--- config.mk ---
export PLATFORM = sky130hd
export DESIGN_NAME = rs_multi_station
export DESIGN_NICKNAME = d
export VERILOG_FILES = /design/src/rtl/rs_multi_station.sv
export SDC_FILE = /design/constraint.sdc
export NUM_CORES = 1
export LEC_CHECK = 0
export CAP_MARGIN = 20
export CORE_MARGIN = 2
export CORE_UTILIZATION = 57
export CTS_BUF_LIST = sky130_fd_sc_hd__clkbuf_8
export DETAILED_ROUTE_END_ITERATION = 10
export PLACE_DENSITY = 0.79
export SYNTH_ARGS = -nofsm -noshare
export SYNTH_HDL_FRONTEND = slang
export SYNTH_SLANG_ARGS = --single-unit
--- constraint.sdc ---
create_clock -name clk -period 3.5 [get_ports clk]
set_input_delay 0.525 -clock clk [delete_from_list [all_inputs] [get_ports clk]]
set_output_delay 0.525 -clock clk [all_outputs]
set_load 0.05 [all_outputs]
--- src/rtl/rs_multi_station.sv ---
// rs_multi_station: multi-entry reservation station for one functional-unit
// class. It allocates the lowest free entry on issue, snoops the CDB for
// outstanding source tags (including on the issue cycle itself), selects one
// operand-complete entry per cycle for dispatch and frees it on handshake.
//
// Optional feature macro: RS_AGE_PRIORITY_EN
//   defined   -> the oldest ready entry is dispatched (age matrix)
//   undefined -> the lowest-index ready entry is dispatched (no age state)
//
// Ports:
//   clk, rst (sync, active low)  clock / reset
//   flush                        discard every entry
//   issue_valid/ready/op/q1/q2/v1/v2, issue_tag   issue side
//   cdb_valid/tag/data           common data bus snoop
//   disp_valid/ready/op/v1/v2/tag  dispatch side towards the FU
//   occupancy                    number of busy entries
module rs_multi_station #(
  parameter int DEPTH    = 4,
  parameter int TAG_W    = 8,
  parameter int DATA_W   = 32,
  parameter int OP_W     = 5,
  parameter int BASE_TAG = 1
) (
  input  logic                         clk,
  input  logic                         rst,
  input  logic                         flush,
  input  logic                         issue_valid,
  output logic                         issue_ready,
  input  logic [OP_W-1:0]              issue_op,
  input  logic [TAG_W-1:0]             issue_q1,
  input  logic [TAG_W-1:0]             issue_q2,
  input  logic [DATA_W-1:0]            issue_v1,
  input  logic [DATA_W-1:0]            issue_v2,
  output logic [TAG_W-1:0]             issue_tag,
  input  logic                         cdb_valid,
  input  logic [TAG_W-1:0]             cdb_tag,
  input  logic [DATA_W-1:0]            cdb_data,
  output logic                         disp_valid,
  input  logic                         disp_ready,
  output logic [OP_W-1:0]              disp_op,
  output logic [DATA_W-1:0]            disp_v1,
  output logic [DATA_W-1:0]            disp_v2,
  output logic [TAG_W-1:0]             disp_tag,
  output logic [$clog2(DEPTH+1)-1:0]   occupancy
);

  localparam int IDX_W = (DEPTH > 1) ? $clog2(DEPTH) : 1;
  localparam int OCC_W = $clog2(DEPTH + 1);
  localparam logic [TAG_W-1:0] BASE = TAG_W'(BASE_TAG);

  logic [DEPTH-1:0]  busy_vec;
  logic [DEPTH-1:0]  ready_vec;
  logic [DEPTH-1:0]  eligible_vec;
  logic [DEPTH-1:0]  alloc_vec;
  logic [DEPTH-1:0]  free_vec;
  logic [OP_W-1:0]   op_arr [DEPTH];
  logic [DATA_W-1:0] v1_arr [DEPTH];
  logic [DATA_W-1:0] v2_arr [DEPTH];

  logic [IDX_W-1:0]  free_idx;
  logic              free_found;
  logic [IDX_W-1:0]  sel_idx;
  logic              sel_found;
  logic              alloc_fire;
  logic              disp_fire;
  logic              cap1;
  logic              cap2;
  logic [OCC_W-1:0]  occupancy_reg;

  // Lowest-index free entry, from registered busy bits only.
  always_comb begin
    free_idx   = '0;
    free_found = 1'b0;
    for (int i = 0; i < DEPTH; i++) begin
      if (!busy_vec[i] && !free_found) begin
        free_found = 1'b1;
        free_idx   = IDX_W'(i);
      end
    end
  end

  assign issue_ready = free_found;
  assign issue_tag   = BASE + TAG_W'(free_idx);
  assign alloc_fire  = issue_valid && issue_ready && !flush;
  assign disp_fire   = disp_valid && disp_ready && !flush;
  assign alloc_vec   = alloc_fire ? (DEPTH'(1) << free_idx) : '0;
  assign free_vec    = disp_fire ? (DEPTH'(1) << sel_idx) : '0;

  // Same-cycle capture of a source operand broadcast while it is being issued.
  assign cap1 = cdb_valid && (issue_q1 != '0) && (cdb_tag == issue_q1);
  assign cap2 = cdb_valid && (issue_q2 != '0) && (cdb_tag == issue_q2);

  for (genvar gi = 0; gi < DEPTH; gi++) begin : gen_entry
    logic              busy_reg;
    logic [OP_W-1:0]   op_reg;
    logic [TAG_W-1:0]  q1_reg;
    logic [TAG_W-1:0]  q2_reg;
    logic [DATA_W-1:0] v1_reg;
    logic [DATA_W-1:0] v2_reg;
    logic              wake1;
    logic              wake2;

    // q==0 never matches, so a tag-0 broadcast cannot disturb ready operands.
    assign wake1 = cdb_valid && (q1_reg != '0) && (cdb_tag == q1_reg);
    assign wake2 = cdb_valid && (q2_reg != '0) && (cdb_tag == q2_reg);

    always_ff @(posedge clk) begin
      if (!rst) begin
        busy_reg <= 1'b0;
        op_reg   <= '0;
        q1_reg   <= '0;
        q2_reg   <= '0;
        v1_reg   <= '0;
        v2_reg   <= '0;
      end else if (flush) begin
        busy_reg <= 1'b0;
      end else if (alloc_vec[gi]) begin
        busy_reg <= 1'b1;
        op_reg   <= issue_op;
        q1_reg   <= cap1 ? '0 : issue_q1;
        v1_reg   <= cap1 ? cdb_data : issue_v1;
        q2_reg   <= cap2 ? '0 : issue_q2;
        v2_reg   <= cap2 ? cdb_data : issue_v2;
      end else begin
        if (free_vec[gi]) begin
          busy_reg <= 1'b0;
        end
        if (busy_reg && wake1) begin
          q1_reg <= '0;
          v1_reg <= cdb_data;
        end
        if (busy_reg && wake2) begin
          q2_reg <= '0;
          v2_reg <= cdb_data;
        end
      end
    end

    assign busy_vec[gi]  = busy_reg;
    assign ready_vec[gi] = busy_reg && (q1_reg == '0) && (q2_reg == '0);
    assign op_arr[gi]    = op_reg;
    assign v1_arr[gi]    = v1_reg;
    assign v2_arr[gi]    = v2_reg;
  end

`ifdef RS_AGE_PRIORITY_EN
  // older_arr[i][j] set means entry i was issued before entry j.
  logic [DEPTH-1:0] older_arr [DEPTH];

  for (genvar gi = 0; gi < DEPTH; gi++) begin : gen_age
    logic [DEPTH-1:0] row_reg;

    always_ff @(posedge clk) begin
      if (!rst || flush) begin
        row_reg <= '0;
      end else if (alloc_vec[gi] || free_vec[gi]) begin
        // A new entry is younger than everything; a freed one is older than nothing.
        row_reg <= '0;
      end else begin
        row_reg <= (row_reg & ~free_vec) | (busy_vec[gi] ? alloc_vec : '0);
      end
    end

    assign older_arr[gi] = row_reg;
  end

  // A ready entry is eligible only if no other ready entry is older.
  always_comb begin
    eligible_vec = ready_vec;
    for (int i = 0; i < DEPTH; i++) begin
      for (int j = 0; j < DEPTH; j++) begin
        if (ready_vec[j] && older_arr[j][i]) begin
          eligible_vec[i] = 1'b0;
        end
      end
    end
  end
`else
  assign eligible_vec = ready_vec;
`endif

  always_comb begin
    sel_idx   = '0;
    sel_found = 1'b0;
    for (int i = 0; i < DEPTH; i++) begin
      if (eligible_vec[i] && !sel_found) begin
        sel_found = 1'b1;
        sel_idx   = IDX_W'(i);
      end
    end
  end

  assign disp_valid = sel_found;
  assign disp_op    = disp_valid ? op_arr[sel_idx] : '0;
  assign disp_v1    = disp_valid ? v1_arr[sel_idx] : '0;
  assign disp_v2    = disp_valid ? v2_arr[sel_idx] : '0;
  assign disp_tag   = BASE + TAG_W'(sel_idx);

  always_ff @(posedge clk) begin
    if (!rst || flush) begin
      occupancy_reg <= '0;
    end else if (alloc_fire && !disp_fire) begin
      occupancy_reg <= occupancy_reg + OCC_W'(1);
    end else if (disp_fire && !alloc_fire) begin
      occupancy_reg <= occupancy_reg - OCC_W'(1);
    end
  end

  assign occupancy = occupancy_reg;

endmodule

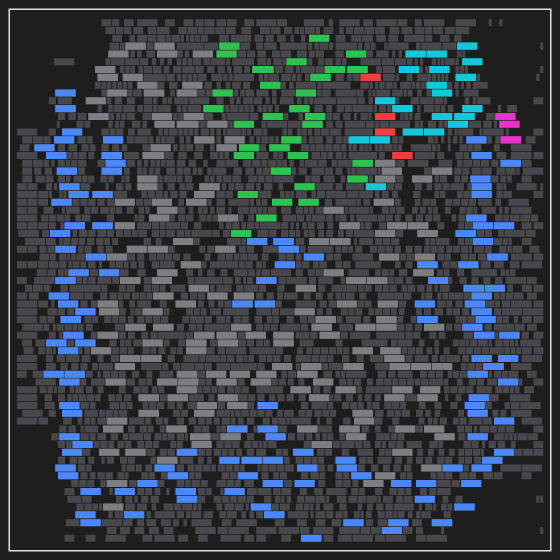
**Above:** where the registers sit.
Other sequential cells in the stronger gray, the rest of the logic in the fainter gray.
| color | netlist name | sequential cells |
|---|---|---|
| green | gen_entry.q1_reg | 32 |
| red | gen_entry.busy_reg | 4 |
| magenta | occupancy | 3 |
| cyan | gen_entry.op_reg | 20 |
| blue | gen_entry.v1_reg | 128 |
not colored: 160

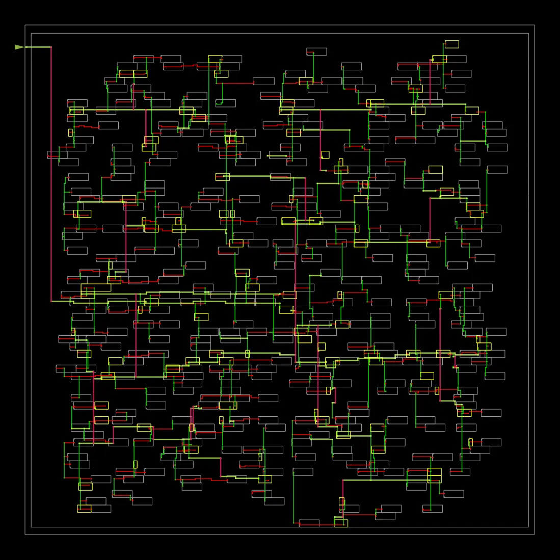
**Above:** the clock network.
count of flip-flops and latches: 347
number of clock sinks seen by CTS: 347
insertion delay at the late pin of the worst-skew pair: 0.66 ns

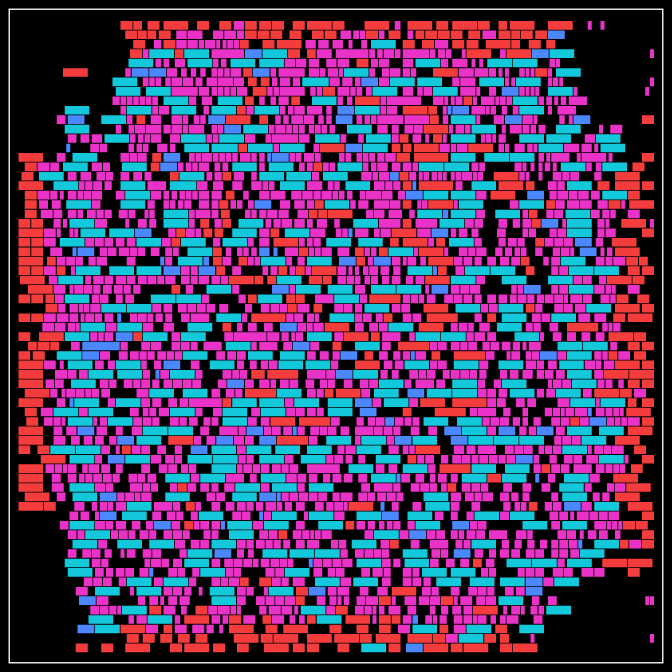
**Above:** cells colored by class.
| color | class | cells | share of their area |
|---|---|---|---|
| red | other buffers and delay cells | 383 | 20% |
| magenta | all other logic | 1653 | 47% |
| blue | clock drivers and dummy loads | 109 | 5.0% |
| cyan | flip-flops | 347 | 28% |

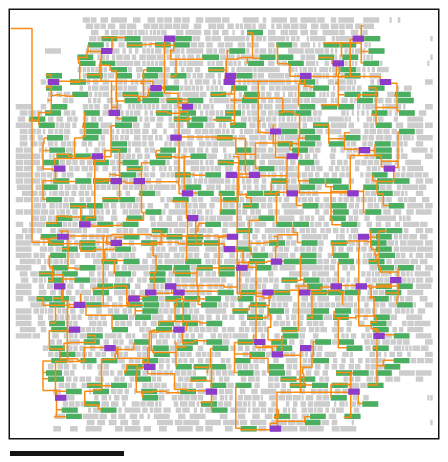
**Above:** clock distribution.
Scale bar: 50 um.
[orange] clock wires | length: 4570 um
[purple] cells driving clock nets | count: 58
[green] flip-flops | count: 347
routed clock nets: 59

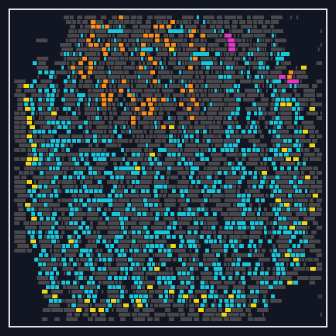
**Above:** gate-type map.
| color | family | cells |
|---|---|---|
| magenta | adder and majority cells | 6 |
| yellow | multiplexers | 65 |
| cyan | inverting AOI/OAI gates | 856 |
| orange | XOR/XNOR gates | 80 |

## per-layer routing
metal / share of wire, % / up-vias / track usage, % / wire, um
met2: 41 / 2372 / 66.2 / 35500
met5: 0 / - / 0 / 0
met1: 33 / 10500 / 53.9 / 28500
met3: 17 / 791 / 14.4 / 14600
met4: 8.8 / 0 / 31.5 / 7540
li1: - / 9406 / - / -
## what timing repair did
item / 4_1_cts / 5_1_grt
endpoints found under the hold margin: 0 / 0
gates resized: 13 / 95
gates cloned: 2 / 12
buffers inserted: 2 / 4
pin swaps: 2 / 5
endpoints found under the setup margin: 69 / 68
## critical path: cells and delay by family, from the launching register on
| family | cells | cell delay [ns] |
|---|---|---|
| flip-flops | 1 | 0.34 |
| AND-OR/OR-AND | 2 | 0.37 |
| buffers and inverters | 7 | 1.10 |
| AND/OR/NAND/NOR | 3 | 0.58 |
==> run summary <==
Figures from the implementation reports.

- The endpoint type of the worst setup path is a primary output.
- The worst setup slack after layout reads -0.0466 ns.
- The transition at the pin with the smallest max-transition slack reads 0.952 ns.
- The number of maximum-capacitance violations recorded for the run is 0.
- The share of layout cells above drive strength 1 is approximately 18%.
- In the final design database the tool counted about 2600 nets.
- Summing all placed instances gives a cell area of 23000 um2.
- The final reports fail on negative setup slack.
- The startpoint of the lowest-slack hold path reads gen_entry[0].op_reg[1].
- The detailed-route via count reads 23100.
- The total power divided by cell area reads ~350 nW/um2.
- The sum of net half-perimeters after detailed placement is ~47 mm.
- For this run, combinational gates with multiple inputs come to 1578.
- The number of instances in the placed design reads approximately 2800.
- The average wire length per cell after detail routing reads just under 30 um.
- The number of fill cells in the layout reads ~2200.
- For the worst flop-to-flop path, the logic depth is 12.
- Yosys reports that the most numerous cell types are a211oi_1 (515), dfxtp_1 (347), nor4_1 (242), clkbuf_1 (234), nand3_1 (190).
- The number of ports placed on the die boundary is around 220.
- For this design, Yosys synthesis ends with a cell count of between 2000 and 2500.
- The end-of-flow timing check tallies setup violations at 8.
- Measured on the finished design, the core utilization comes to between 70 and 80%.
- The launch point of the worst register-to-register path is recorded as gen_entry[1].q2_reg[7].
- The critical path required time is slightly below 3 ns.
- The area added between synthesis and finish reads 30.3%.
- The commonest register cell after synthesis reads dfxtp_1.
- STA classifies the critical path startpoint as a flop.
- The share of final layout cell area taken by clock buffers and inverters is ~5%.
- The hold-critical path depth is 2.
- Yosys instantiated no cell more often than a211oi_1.
- The fmax is 282 MHz.
- The register share of the cell area is between 20 and 30%.
- The final layout reports a setup TNS of -0.0937 ns.
- The critical path capture point reads disp_v2[25].
- By instance count, the cell type seen most on the critical path is buf_4.
- The flow ran to the end, but the final reports show violations.
- The logic share of the area reads 44.8%.
- The number of diodes is 1.
- The die area reads ~35000 um2.
- The worst supply voltage drop on vdd is 375 uV.
- The number of cells in the finished layout apart from fillers is 2941.
- After layout, the design draws a total of between 8 and 9 mW.
- The delay of the slowest cell on the worst path is approximately 0.34 ns.
- The combinational power share reads between 10% and 20%.
- The time the final worst path needs with I/O delays and setup reads between 3 and 4 ns.
- The cell at the root of the clock tree is clkbuf_8.
- Buffers outside the clock tree occupy 19.2% of the routed design's cell area.
- The share of synthesized registers carrying an async set or reset reads 0%.
- The remaining number of nets flagged by the antenna check after routing is 0.
Power is estimated from default activity; no workload was simulated.
